File: src/rtl/seq_det_sched_pkg.sv
// Shared definitions for the shared-detector scheduler.
// Holds the detector state encodings and the 2-bit symbol codes used by the core and the top.
package seq_det_sched_pkg;

    // Detector states; encoding 3 is unreachable and behaves as ST_IDLE.
    localparam logic [1:0] ST_IDLE = 2'd0;
    localparam logic [1:0] ST_S1   = 2'd1;
    localparam logic [1:0] ST_S10  = 2'd2;

    localparam logic [1:0] SYM_00 = 2'b00;
    localparam logic [1:0] SYM_01 = 2'b01;
    localparam logic [1:0] SYM_10 = 2'b10;
    localparam logic [1:0] SYM_11 = 2'b11;

endpackage

File: src/rtl/seq_det_sched_if.sv
// Bus bundle between symbol sources / hit consumer and seq_det_sched.
//   req_valid  channel i offers symbol req_sym[2i+1:2i]
//   req_sym    packed 2-bit symbols
//   req_ready  one-hot or zero grant
//   ch_clr     per-channel context clear
//   hit_valid  one-cycle hit pulse, hit_ch its channel
//   cnt_sel    counter read select, cnt_out the selected hit count
// master: the environment side; slave: the scheduler.
interface seq_det_sched_if #(
    parameter int unsigned NCH = 4,
    parameter int unsigned CHW = 2,
    parameter int unsigned CW  = 8
);
    logic [NCH-1:0]   req_valid;
    logic [2*NCH-1:0] req_sym;
    logic [NCH-1:0]   req_ready;
    logic [NCH-1:0]   ch_clr;
    logic             hit_valid;
    logic [CHW-1:0]   hit_ch;
    logic [CHW-1:0]   cnt_sel;
    logic [CW-1:0]    cnt_out;

    modport master (
        output req_valid, req_sym, ch_clr, cnt_sel,
        input  req_ready, hit_valid, hit_ch, cnt_out
    );

    modport slave (
        input  req_valid, req_sym, ch_clr, cnt_sel,
        output req_ready, hit_valid, hit_ch, cnt_out
    );
endinterface

File: src/rtl/seq_det_core.sv
// Combinational 01,00,{01|10} pattern detector step.
//   state       current context state
//   sym         accepted symbol
//   next_state  state after consuming sym
//   hit         Mealy hit on this symbol
module seq_det_core
    import seq_det_sched_pkg::*;
(
    input  logic [1:0] state,
    input  logic [1:0] sym,
    output logic [1:0] next_state,
    output logic       hit
);
    always_comb begin
        next_state = ST_IDLE;
        case (sym)
            SYM_01:  next_state = ST_S1;
            SYM_00:  next_state = (state == ST_S1) ? ST_S10 : ST_IDLE;
            default: next_state = ST_IDLE;
        endcase
        hit = (state == ST_S10) && ((sym == SYM_01) || (sym == SYM_10));
    end
endmodule

File: src/rtl/seq_det_sched.sv
// Round-robin scheduler sharing one pattern detector among NCH channels.
// Each channel's detector state and saturating hit counter are kept in register arrays and
// muxed into the single core for the granted channel, so every channel sees a private detector.
//   clk    rising-edge clock
//   clr_n  asynchronous active-low reset
//   bus    seq_det_sched_if slave port (requests, grant, clears, hit event, counter read)
module seq_det_sched
    import seq_det_sched_pkg::*;
#(
    parameter int unsigned NCH = 4,
    parameter int unsigned CHW = 2,
    parameter int unsigned CW  = 8
) (
    input logic            clk,
    input logic            clr_n,
    seq_det_sched_if.slave bus
);
    logic [NCH-1:0] elig;
    logic [NCH-1:0] gnt;
    logic [CHW-1:0] gnt_id;
    logic [CHW-1:0] idx;
    logic           accept;

    logic [1:0]     ctx_q [NCH];
    logic [CW-1:0]  cnt_q [NCH];
    logic [CHW-1:0] ptr_q;
    logic           hit_valid_q;
    logic [CHW-1:0] hit_ch_q;

    logic [1:0]     cur_state;
    logic [1:0]     cur_sym;
    logic [1:0]     nxt_state;
    logic           hit;

    // A channel being cleared is never granted, so clear always beats accept.
    assign elig = bus.req_valid & ~bus.ch_clr;

    // Search ptr+1, ptr+2, ... with wrap; first eligible channel wins.
    always_comb begin
        gnt    = '0;
        gnt_id = '0;
        idx    = '0;
        accept = 1'b0;
        for (int unsigned i = 1; i <= NCH; i++) begin
            idx = CHW'((32'(ptr_q) + i) % NCH);
            if (!accept && elig[idx]) begin
                accept      = 1'b1;
                gnt[idx]    = 1'b1;
                gnt_id      = idx;
            end
        end
    end

    assign cur_state = ctx_q[gnt_id];
    assign cur_sym   = bus.req_sym[2*gnt_id +: 2];

    seq_det_core u_core (
        .state      (cur_state),
        .sym        (cur_sym),
        .next_state (nxt_state),
        .hit        (hit)
    );

    always_ff @(posedge clk or negedge clr_n) begin
        if (!clr_n) begin
            for (int i = 0; i < int'(NCH); i++) begin
                ctx_q[i] <= ST_IDLE;
                cnt_q[i] <= '0;
            end
            ptr_q       <= CHW'(NCH - 1);
            hit_valid_q <= 1'b0;
            hit_ch_q    <= '0;
        end else begin
            for (int i = 0; i < int'(NCH); i++) begin
                if (bus.ch_clr[i]) begin
                    ctx_q[i] <= ST_IDLE;
                    cnt_q[i] <= '0;
                end else if (gnt[i]) begin
                    ctx_q[i] <= nxt_state;
                    if (hit && (cnt_q[i] != {CW{1'b1}})) begin
                        cnt_q[i] <= cnt_q[i] + 1'b1;
                    end
                end
            end
            hit_valid_q <= accept & hit;
            if (accept) begin
                ptr_q    <= gnt_id;
                hit_ch_q <= gnt_id;
            end
        end
    end

    assign bus.req_ready = gnt;
    assign bus.hit_valid = hit_valid_q;
    assign bus.hit_ch    = hit_ch_q;
    assign bus.cnt_out   = (32'(bus.cnt_sel) < NCH) ? cnt_q[bus.cnt_sel] : '0;
endmodule

File: src/flat_wrapper.sv
// flat-port wrapper written by rule: the top's interface ports become plain ports
module seq_det_sched_flat import seq_det_sched_pkg::*;
#(
    parameter int unsigned NCH = 4,
    parameter int unsigned CHW = 2,
    parameter int unsigned CW  = 8
)
  (clk, clr_n, bus_req_valid, bus_req_sym, bus_ch_clr, bus_cnt_sel, bus_req_ready, bus_hit_valid, bus_hit_ch, bus_cnt_out);
  seq_det_sched_if #(.NCH(NCH), .CHW(CHW), .CW(CW)) bus_i ();
  input logic clk;
  input logic clr_n;
  input wire logic [$bits(bus_i.req_valid)-1:0] bus_req_valid;
  input wire logic [$bits(bus_i.req_sym)-1:0] bus_req_sym;
  input wire logic [$bits(bus_i.ch_clr)-1:0] bus_ch_clr;
  input wire logic [$bits(bus_i.cnt_sel)-1:0] bus_cnt_sel;
  output wire logic [$bits(bus_i.req_ready)-1:0] bus_req_ready;
  output wire logic [$bits(bus_i.hit_valid)-1:0] bus_hit_valid;
  output wire logic [$bits(bus_i.hit_ch)-1:0] bus_hit_ch;
  output wire logic [$bits(bus_i.cnt_out)-1:0] bus_cnt_out;
  assign bus_i.req_valid = bus_req_valid;
  assign bus_i.req_sym = bus_req_sym;
  assign bus_i.ch_clr = bus_ch_clr;
  assign bus_i.cnt_sel = bus_cnt_sel;
  assign bus_req_ready = bus_i.req_ready;
  assign bus_hit_valid = bus_i.hit_valid;
  assign bus_hit_ch = bus_i.hit_ch;
  assign bus_cnt_out = bus_i.cnt_out;
  seq_det_sched #(.NCH(NCH), .CHW(CHW), .CW(CW)) u_core (.clk(clk), .clr_n(clr_n), .bus(bus_i));
endmodule
File: config.mk
export PLATFORM = sky130hd
export DESIGN_NAME = seq_det_sched_flat
export DESIGN_NICKNAME = d
export VERILOG_FILES = /design/src/rtl/seq_det_sched_pkg.sv /design/src/rtl/seq_det_sched_if.sv /design/src/rtl/seq_det_core.sv /design/src/rtl/seq_det_sched.sv /design/src/flat_wrapper.sv
export SDC_FILE = /design/constraint.sdc
export NUM_CORES = 1
export LEC_CHECK = 0
export CAP_MARGIN = 25
export CORE_MARGIN = 3
export CORE_UTILIZATION = 55
export CTS_CLUSTER_SIZE = 24
export DETAILED_ROUTE_END_ITERATION = 8
export PLACE_DENSITY = 0.8
export SYNTH_ARGS = -nofsm -noshare
export SYNTH_HDL_FRONTEND = slang
export SYNTH_SLANG_ARGS = --single-unit
File: constraint.sdc
create_clock -name clk -period 8.4 [get_ports clk]
set_input_delay 1.26 -clock clk [delete_from_list [all_inputs] [get_ports clk]]
set_output_delay 1.26 -clock clk [all_outputs]
set_load 0.1 [all_outputs]
**Run 1: met1 routing**

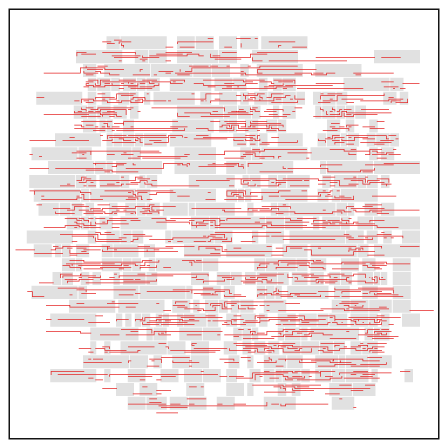
The wires run mostly horizontal. 366 nets have wire on it. The layer holds 44% of the routed length.

**Run 1: met2 routing**

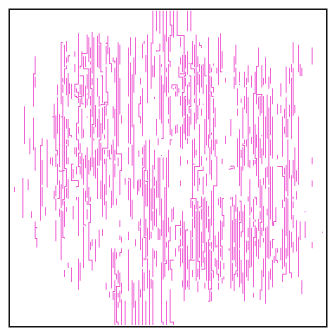
The wires run mostly vertical. The longest straight run is 27.5 um. 352 nets have wire on it. The layer holds 48% of the routed length. The layer carries 3980 um of wire.

**Run 1: M3 wires**

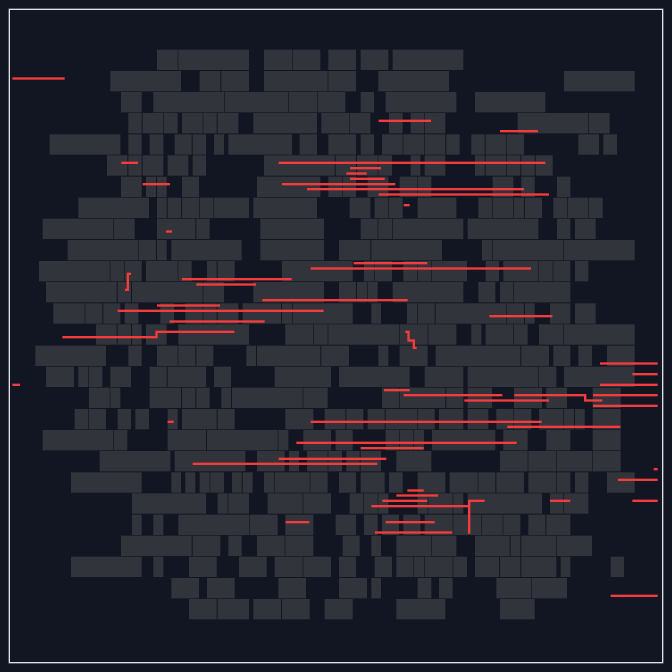
The layer holds 6.6% of the routed length. The wires run mostly horizontal. The longest straight run is 34.0 um.

-- run 1: through the flow --
step           hold WS [ns]   util  std cells
2_1_floorplan         0.478      -        353
3_3_place_gp          0.459  0.643        437
3_5_place_dp          0.466  0.643        437
4_1_cts               0.484  0.664        445
5_1_grt               0.497  0.667        446
6_report              0.481  0.667        446
-- run 1: report_power, final --
group,internal (mW),switching [mW]
sequential,0.233,0.0224
clock,0.0971,0.0749
combinational,0.139,0.322
-- run 1: cells in the mapped netlist (9+ instances only) --
cell	count
mux2i_1	14
o31ai_1	19
ha_1	14
or4_1	19
nor2_1	20
nand2_1	17
buf_2	12
nand3_1	21
nand4_1	10
inv_1	9
a21oi_1	33
mux4_2	10
o21ai_0	13
nor2b_1	11
dfrtp_1	43
==> flow_summary.yaml, run 1 <==
# implementation run metrics
route:
  top_layer_used: "met4"
  wl_per_cell_um: 18.5
  wl_met1_um: 3630
  finalWirelength_um: 8240
  vias: 2960
  ant_nets: 0
  drtIter0Drc: 367
  firstDrtPassIters: 5
  via_per_inst: 6.64
  wl_met2_um: 3980
  drc: 0
timing:
  worst_slew_pin_slew_ns: 0.986
  setup_tns_ns: 0
  grt_setup_unrepaired: "false"
  fin_crit_sh: 0.704
  finalSetupViolations: 0
  min_period_ns: 5.91
  finalClockSkew_ns: 0.00947
  setup_ws_ns: 2.49
  slew_viol_final: 0
  max_freq_mhz: 169
  max_slew_margin: 0.341
  hold_violations: 0
final_layout:
  buf_share: 0.0938
  antenna_cells: 0
  syn_to_final_growth_pct: 13.3
  nNetsFinal: 407
  drive_gt1_frac: 0.104
  sh_comb_area: 0.544
  flop-count: 45
  max_flop_register: "u_core.cnt_q"
  fillers: 454
  clk_share: 0.0307
  nNonClkBuffers: 35
  seq_share: 0.298
  logic_area_um2: 2060
  inverters: 10
  nClkBuffers: 7
  largest_reg_flops: 32
  fin_area_um2: 3790
  final_cell_mix: "dfrtp_1 (43), a21oi_1 (33), clkdlybuf4s50_1 (33)"
  reg_top3: "u_core.cnt_q x32, u_core.ctx_q x8"
  seqCellArea_um2: 1130
  logic_gate_count: 276
  dominant-cell-class: "multi-input combinational cells"
  lay_top_count: "dfrtp_1"
power_and_ir_drop:
  power_mw: 0.887
  ir_drop_v: 0.000246
  powerDensity_nw_per_um2: 234
  p_leak_nw: 1.50
worst_setup_path:
  crit_family: "buffers and inverters"
  critPathRequiredTime_ns: 7.14
  crit_buf_inv: 2
  crit_chain: "clkdlybuf4s50_1 > nor2b_1 > nor4_1 > a32o_1 > a221o_1 > a211o_1 > clkdlybuf4s50_1"
  critical-path-max-stage-delay_ns: 1.18
  end_kind: "output port"
  r2r_setup_slack_ns: 3.79
  ff2ff_path_depth: 13
  worst_ep_arrival_time_ns: 4.65
  r2r_end: "u_core.cnt_q[23]"
  cp_max_fo: 15
  endpoint: "bus_req_ready[2]"
  crit_start: "bus_ch_clr[2]"
  slowest_stage: "clkdlybuf4s50_1"
  path_depth: 7
  crit_top_cell: "clkdlybuf4s50_1"
  critPathKind: "input pin to output port"
  rr_startpoint: "u_core.ptr_q[1]"
  crit_path_start_kind: "input pin"
placement:
  io_buffers: 34
  hpwl_um: 5940
  dp_slack_ns: 2.53
  place.gp.congestion: 0.890
  postPlaceCellArea_um2: 3650
clock_network:
  clk_latency_ns: 0.30
  clockBufferDepth: 2
  ctsResizeCount: 0
  post_cts_buffers: 0
  htree_num_levels: 2
  cts_buffers: 5
  clk_pin_slew_worst_paths_ns: 0.08
  cts_tree: "built"
  root_buffer: "clkbuf_8"
  clock_sinks: 45
  hold_buffers: 0
global_routing:
  met1_usage: 0.332
  gr-total-overflow: 0
  grtUsageMet2: 0.375
  antenna_found_initial: 0
  grt_pass1_wl_um: 13500
  grt_pass1_vias: 2738
  use_met3: 0.0375
  grt_max_degree: 46
  top_usage_layer: "met2"
  grt.total_usage: 0.234
status:
  outcome: "complete, no violations"
synthesis:
  synth.largest_area_cell: "dfrtp_1"
  synthAoiAreaFrac: 0.189
  synth_xor_xnor_area_share: 0
  ys_seq_frac: 0.338
  ys_cells: 353
  netlist_instances: 353
  synth-simple-area-share: 0.248
  yosysUniqueCellTypes: 56
  edf_count: 0
  ys_top_logic_family: "simple AND/OR/NAND/NOR gates"
  postSynth.asyncResetShare: 1.00
  syn_nets: 387
  synth_chip_area_um2: 3340
  mux_area_frac: 0.126
  area_leaders: "dfrtp_1 (32%), mux4_2 (6.7%), ha_1 (5.2%)"
  syn-cell-area_um2: 3340
  flop_cell: "dfrtp_1"
  ys.warnings.count: 0
  synthAdderAreaFrac: 0.0524
  synth_top_area_share: 0.322
  ys.flops: 45
die:
  dieHeight_um: 84.0
  core.rowCount: 27
  chipArea_um2: 7050
  core_area_um2: 5680
  nWellTaps: 72
  ios: 35
  dieWidth_um: 84.0
  initCoreUtil: 0.589
hold_path:
  holdPathStages: 1
  min_from: "u_core.bus.hit_ch[0]"
  holdCritPathClass: "flop to flop"
  hold_path_end: "u_core.bus.hit_ch[0]"
job:
  warning_count: 34
  maxCapViolCount: 0
**Run 1: routing congestion**

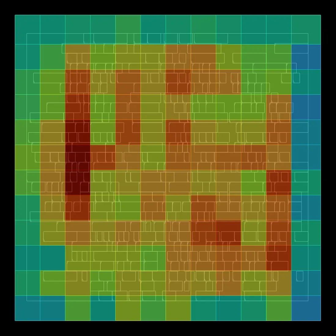

--- run 2 (diff from run 1) ---
==> constraint.sdc (replaced) <==
create_clock -name clk -period 5.6 [get_ports clk]
set_input_delay 0.84 -clock clk [delete_from_list [all_inputs] [get_ports clk]]
set_output_delay 0.84 -clock clk [all_outputs]
set_load 0.1 [all_outputs]
**Run 2: routing congestion**

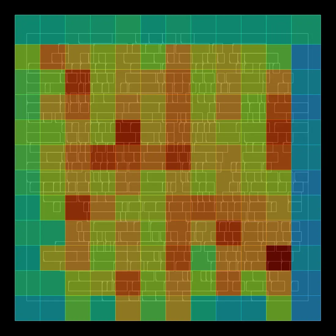
GRT Total Usage: 0.237
wire length per cell: 18.6 um

**Run 2: met2 routing**

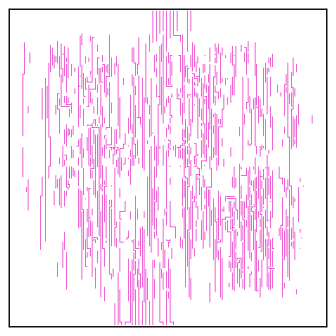
met2 usage: 0.373
final wirelength: 8310 um
via count: 2984

==> run 2 against run 1 <==
Effect of this change:
- clock skew about the same
- worst setup slack worse by 1.6 ns
- highest routed layer unchanged
- area after synthesis unchanged
- clock power up 22%
- critical path depth up 5
- register-to-register slack worse by 2.7 ns
- worst hold slack worse by 0.13 ns
- largest power group unchanged
==> flow_summary.yaml, run 2 <==
# implementation run metrics
synthesis:
  synth.largest_area_cell: "dfrtp_1"
  synth_chip_area_um2: 3340
  ys.warnings.count: 0
  syn-cell-area_um2: 3340
  area_leaders: "dfrtp_1 (32%), mux4_2 (6.7%), ha_1 (5.2%)"
  flop_cell: "dfrtp_1"
  ys_seq_frac: 0.338
  yosysUniqueCellTypes: 56
  ys_cells: 353
  synth_top_cell_by_count: "dfrtp_1"
  common_cells: "dfrtp_1 (43), a21oi_1 (33), nand3_1 (21)"
  netlist_instances: 353
  edf_count: 0
  ys.flops: 45
  syn_nets: 387
  postSynth.asyncResetShare: 1.00
die:
  chipArea_um2: 7050
  initCoreUtil: 0.589
  nWellTaps: 72
  core_area_um2: 5680
  dieHeight_um: 84.0
  dieWidth_um: 84.0
  core.rowCount: 27
  ios: 35
global_routing:
  antenna_found_initial: 0
  grt_pass1_vias: 2683
  met1_usage: 0.347
  top_usage_layer: "met2"
  use_met3: 0.0415
  gr-total-overflow: 0
  grt_pass1_wl_um: 13700
final_layout:
  flop-count: 45
  antenna_cells: 0
  reg_top3: "u_core.cnt_q x32, u_core.ctx_q x8"
  nNetsFinal: 408
  sh_comb_area: 0.548
  fin_area_um2: 3760
  largest_reg_flops: 32
  syn_to_final_growth_pct: 12.5
  inverters: 10
  dominant-cell-class: "multi-input combinational cells"
  clk_share: 0.0240
  logic_gate_count: 276
  lay_top_count: "dfrtp_1"
  logic_area_um2: 2060
  final_cell_mix: "dfrtp_1 (43), a21oi_1 (33), clkdlybuf4s50_1 (29)"
  drive_gt1_frac: 0.120
  fin_util: 0.662
  max_flop_register: "u_core.cnt_q"
  nClkBuffers: 5
  seq_share: 0.300
  fillers: 463
  layoutNonFillerInstCount: 447
  buf_share: 0.0939
  nNonClkBuffers: 36
status:
  outcome: "complete, no violations"
timing:
  grt_setup_unrepaired: "false"
  slew_viol_final: 0
  fin_crit_sh: 0.834
  max_slew_margin: 0.327
  hold_violations: 0
  finalClockSkew_ns: 0.00935
  max_freq_mhz: 214
  setup_tns_ns: 0
  finalSetupViolations: 0
  hold_slack_ns: 0.351
hold_path:
  holdCritPathClass: "input pin to async pin"
placement:
  place_inst: 438
  hpwl_um: 6070
  dp_slack_ns: 0.687
  postPlaceCellArea_um2: 3650
  io_buffers: 34
  place.gp.congestion: 0.945
power_and_ir_drop:
  p_comb_frac: 0.539
  p_seq_mw: 0.382
  power_mw: 1.28
  power.group.top: "combinational logic"
  powerDensity_nw_per_um2: 341
  pwr-share-seq: 0.298
  ir_drop_v: 0.000417
  power.internal_mw: 0.640
  p_sw_mw: 0.644
  p_comb_mw: 0.692
  p_leak_nw: 1.50
  p_sw_frac: 0.501
worst_setup_path:
  rr_startpoint: "u_core.ptr_q[0]"
  ff2ff_path_depth: 13
  critical-path-max-stage-delay_ns: 0.69
  crit_start: "bus_ch_clr[1]"
  critPathRequiredTime_ns: 5.79
  r2r_setup_slack_ns: 1.06
  slowest_stage: "clkdlybuf4s50_1"
  r2r_end: "u_core.cnt_q[23]"
  crit_family: "simple AND/OR/NAND/NOR gates"
  crit_top_cell: "mux2i_1"
  crit_path_start_kind: "input pin"
  cp_max_fo: 42
  critPathKind: "input pin to flop"
  crit_chain: "clkdlybuf4s50_1 > nor2b_1 > a21oi_1 > a21oi_2 > or2_1 > mux2i_1 > mux2i_1 > ha_1 > inv_1 > o211ai_4 > nor4_1 > mux2_2"
  worst_ep_arrival_time_ns: 4.87
route:
  wl_met2_um: 3840
  wl_met1_um: 3830
  via_per_inst: 6.68
  drc: 0
  ant_nets: 0
  top_layer_used: "met4"
clock_network:
  clk_pin_slew_worst_paths_ns: 0.10
  cts_buffers: 5
  hold_buffers: 0
  htree_num_levels: 2
  clockBufferDepth: 2
  post_cts_buffers: 0
  ctsResizeCount: 0
  cts_tree: "built"
  root_buffer: "clkbuf_8"
  clk_latency_ns: 0.30
job:
  maxCapViolCount: 0
  warning_count: 34
-- run 2: cell counts after synthesis --
Identical to the previous run, type by type.
-- run 2: logic make-up (layout without fill, tap and decap cells) --
group / count (synthesis) / in the layout / share of synthesized area
compound gates: 91 / 91 / 0.189
flops: 45 / 45 / 0.338
buf+inv: 32 / 54 / 0.0460
simple gates: 142 / 142 / 0.248
mux: 29 / 29 / 0.126
fa+ha+maj: 14 / 14 / 0.0524
-- run 2: how the worst max path moves through the flow --
stage	slack, ns	cells after the start	end
2_1_floorplan	1.59	16	u_core.cnt_q[23]
3_3_place_gp	0.75	12	u_core.cnt_q[13]
6_report	0.93	12	u_core.cnt_q[23]
3_5_place_dp	0.69	12	u_core.cnt_q[23]
4_1_cts	0.99	12	u_core.cnt_q[23]
5_1_grt	0.56	12	u_core.cnt_q[13]
No activity file was given, so power comes from the tool's default toggle rates.
